--- src/rtl/b2c_4bit_pkg.sv ---
// b2c_4bit_pkg: shared constants for the binary-to-two's-complement converter.
//   B2cWidth : default operand width (the block is verified at this width).
package b2c_4bit_pkg;

  localparam int unsigned B2cWidth = 4;

endpackage : b2c_4bit_pkg

--- src/rtl/b2c_4bit_core.sv ---
// b2c_4bit_core: combinational negate/pass-through core.
//   i_b     : operand
//   i_conv  : 1 = two's complement of i_b, 0 = pass i_b through
//   o_r     : result, (~i_b + 1) mod 2^WIDTH when converting, else i_b
//   o_ovf   : converting the most-negative code (1 followed by zeros)
module b2c_4bit_core
  import b2c_4bit_pkg::*;
#(
  parameter int unsigned WIDTH = B2cWidth
) (
  input  logic [WIDTH-1:0] i_b,
  input  logic             i_conv,
  output logic [WIDTH-1:0] o_r,
  output logic             o_ovf
);

  logic [WIDTH-1:0] w_inv;
  logic [WIDTH-1:0] w_sum;
  logic [WIDTH-1:0] w_carry;

  assign w_inv      = ~i_b;
  // Incrementer: carry-in of 1 rippled through the inverted operand. The
  // carry out of the top bit is the mod-2^WIDTH wrap and is never formed.
  assign w_carry[0] = 1'b1;

  for (genvar g = 0; g < WIDTH; g++) begin : g_inc
    assign w_sum[g] = w_inv[g] ^ w_carry[g];
    if (g < WIDTH - 1) begin : g_carry
      assign w_carry[g+1] = w_inv[g] & w_carry[g];
    end
  end

  assign o_r   = i_conv ? w_sum : i_b;
  assign o_ovf = i_conv & i_b[WIDTH-1] & ~|i_b[WIDTH-2:0];

endmodule : b2c_4bit_core

--- src/rtl/b2c_4bit.sv ---
// b2c_4bit: registered binary-to-two's-complement converter, 1-cycle latency.
//   clk       : rising-edge clock
//   rst       : synchronous active-high reset
//   in_valid  : B and conv are sampled this cycle
//   conv      : 1 = output two's complement of B, 0 = pass B through
//   B         : operand
//   X         : registered result (holds when in_valid is low)
//   out_valid : X and ovf are valid this cycle
//   ovf       : negation of the most-negative code is not representable
module b2c_4bit
  import b2c_4bit_pkg::*;
#(
  parameter int unsigned WIDTH = B2cWidth
) (
  input  logic             clk,
  input  logic             rst,
  input  logic             in_valid,
  input  logic             conv,
  input  logic [WIDTH-1:0] B,
  output logic [WIDTH-1:0] X,
  output logic             out_valid,
  output logic             ovf
);

  logic [WIDTH-1:0] w_r;
  logic             w_ovf;

  logic [WIDTH-1:0] r_x;
  logic             r_ovf;
  logic             r_valid;

  b2c_4bit_core #(
    .WIDTH (WIDTH)
  ) u_core (
    .i_b    (B),
    .i_conv (conv),
    .o_r    (w_r),
    .o_ovf  (w_ovf)
  );

  // Data and flag only load on a valid cycle; valid itself follows in_valid.
  always_ff @(posedge clk) begin
    if (rst) begin
      r_x     <= '0;
      r_ovf   <= 1'b0;
      r_valid <= 1'b0;
    end else begin
      r_valid <= in_valid;
      if (in_valid) begin
        r_x   <= w_r;
        r_ovf <= w_ovf;
      end
    end
  end

  assign X         = r_x;
  assign ovf       = r_ovf;
  assign out_valid = r_valid;

endmodule : b2c_4bit

--- config.mk ---
export PLATFORM = sky130hd
export DESIGN_NAME = b2c_4bit
export DESIGN_NICKNAME = d
export VERILOG_FILES = /design/src/rtl/b2c_4bit_pkg.sv /design/src/rtl/b2c_4bit_core.sv /design/src/rtl/b2c_4bit.sv
export SDC_FILE = /design/constraint.sdc
export NUM_CORES = 1
export LEC_CHECK = 0
export CAP_MARGIN = 25
export CORE_AREA = 2 2 39 41
export DETAILED_ROUTE_END_ITERATION = 6
export DIE_AREA = 0 0 41 43
export GPL_TIMING_DRIVEN = 0
export PLACE_DENSITY = 0.48
export SYNTH_ARGS = -nofsm -noshare
export SYNTH_HDL_FRONTEND = slang
export SYNTH_SLANG_ARGS = --single-unit
--- constraint.sdc ---
create_clock -name clk -period 1.5 [get_ports clk]
set_input_delay 0.15 -clock clk [delete_from_list [all_inputs] [get_ports clk]]
set_output_delay 0.15 -clock clk [all_outputs]
set_load 0.01 [all_outputs]
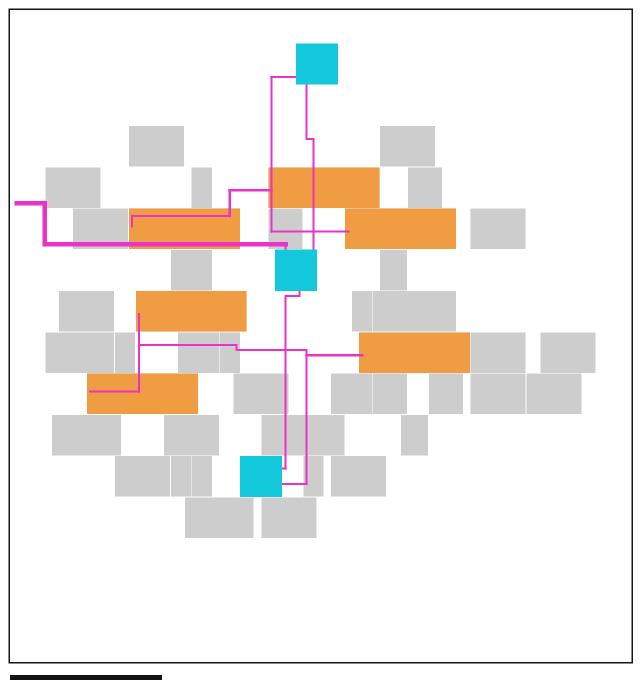
(images/clk_routes.png)
Scale bar: 10 µm.
[clock wires] magenta | length: 118 µm
[flip-flops] orange | count: 6
[clock drivers] cyan | count: 3
routed clock nets: 4
Skew-Pair Late Insertion Delay: 0.24 ns
clock network power share: 37.6%
Final Skew: 0 ns

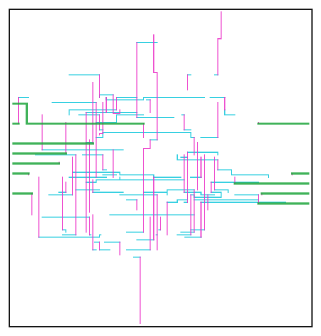
(images/wires.png)
[metal 1] cyan | wire length: 289 µm
[metal 3] green | wire length: 82.0 µm
[metal 2] magenta | wire length: 288 µm
gr usage total: 9.66%
Routed WL: 659 µm
Via Count: 269

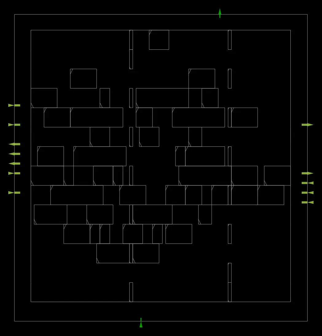
(images/placement.png)
final instance count without filler cells: 61
num tapcells: 16
Seq cells: 6
Placement Rows: 14

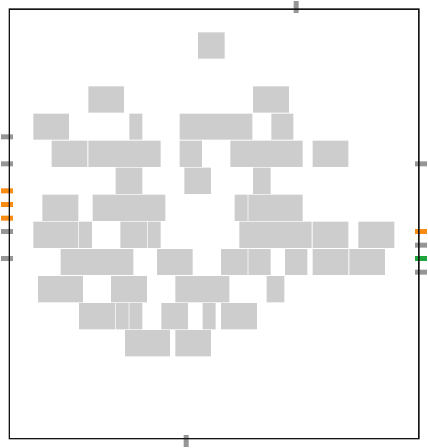
(images/io_placement.png)
Pins as bars across the die edge, other pins in gray.
[in_valid] green | pins: 1 | direction: input | edge: right
[X] orange | pins: 4 | direction: output | edge: 3 left, 1 right
all pins by edge: 7 left, 5 right, 1 bottom, 1 top
Die Y: 43 µm
Port Buffers: 13

==> results.tsv <==
stage	metric	value	unit
timing	# setup viols final	0	
logic_synthesis	Synth Instances	29	
setup_path	CP peak stage delay	0.48	ns
setup_path	Worst EP required	1.64	ns
run	max_cap viols	0	
setup_path	Setup CP Type	in -> reg	
logic_synthesis	number of flops mapped to enable cells by yosys	0	
timing	RSZ-0062 raised after global routing	no	
logic_synthesis	net count entering floorplan	39	
route	wire per inst	10.8	µm
place	GPL Wtd Cong	0.660	
finish	filler cell count	145	
logic_synthesis	Synth top cell by count	dfxtp_1	
setup_path	crit path launch type	input pin	
setup_path	worst-path fanout max	3	
timing	fin crit period	1.28	ns
setup_path	critical path endpoint category	flop	
timing	Fmax	779	MHz
global_route	initial antenna violation count	0	
global_route	first-pass GRT wire length	1.10	mm
route	DR vias/cell	4.41	
floorplan	IO Pins	14	
logic_synthesis	top cells, area	dfxtp_1, mux2i_1, ha_1, a2111oi_2, a211oi_1	
logic_synthesis	area reported by Yosys stat	284	µm²
outcome	status	finished, final reports clean	
logic_synthesis	post-synthesis area per instance	9.79	µm²
logic_synthesis	Yosys reg bits	6	
timing	Setup TNS Final	0	ns
finish	Logic area	150	µm²
global_route	vias in the first global route	280	
cts	Worst-path clk slew	0.05	ns
==> layer usage <==
metal	wire, µm	GRT usage [%]	vias up
li1	-	-	132
met1	289	10.7	125
met2	288	12.5	12
met3	81	4.19	0
met4	0	10.0	0
met5	0	0	-
==> path summary, 6_finish.rpt <==
path,startpoint,end
setup / recovery,B[2],X[3]
hold / removal,B[0],X[0]
setup reg to reg,X[3],X[3]
hold reg to reg,ovf,ovf
==> cells by family (layout without fill, tap and decap cells) <==
family,Yosys count,in the layout,share of synthesized area [%]
flops,6,6,42.3
buf+inv,4,20,5.72
compound gates,4,4,12.3
simple gates,10,10,20.3
fa+ha+maj,2,2,8.81
mux,3,3,10.6
==> layout make-up <==
cell class | instances | share of cell area (%)
multi-input cells | 19 | 32.3
repair buffers | 13 | 29.1
flip-flops and latches | 6 | 25.9
clock buffers | 3 | 4.85
well taps | 16 | 4.31
inverters | 3 | 2.43
plain buffers | 1 | 1.08
==> report_power, final <==
part           internal, µW  switching [µW]
Clock                  90.8            62.3
Combinational          47.6            32.2
Sequential              170            4.69
==> worst max-delay path: cells and delay by family <==
kind | cells | cell delay [ns]
buf+inv | 2 | 0.53
compound gates | 1 | 0.34
fa+ha+maj | 1 | 0.18
simple gates | 1 | 0.23
==> state kept, by name (all words and copies together), names as in the netlist <==
name	cells
ovf	1
out_valid	1
X	4
==> layout by cell type (no fill, tap or decap) <==
cell type,synthesis,final
buf_2,1,1
nand2b_1,1,1
ha_1,2,1
and4b_1,1,1
nor2b_1,2,2
clkdlybuf4s50_1,0,11
a2111oi_2,1,1
nand4_1,1,1
dfxtp_1,6,6
clkbuf_4,0,3
or2b_1,1,1
dlymetal6s2s_1,0,2
a211oi_1,2,2
ha_2,0,1
inv_1,3,3
nor2_1,4,4
a21oi_1,1,1
mux2i_1,3,3
==> through the flow <==
step	setup slack [ns]	total power, µW
CTS	0.0571	417
global placement	-0.181	256
detailed placement	-0.205	258
global route	0.153	430
floorplan	0.366	210
finish	0.216	407
Power and IR drop assume default switching activity.
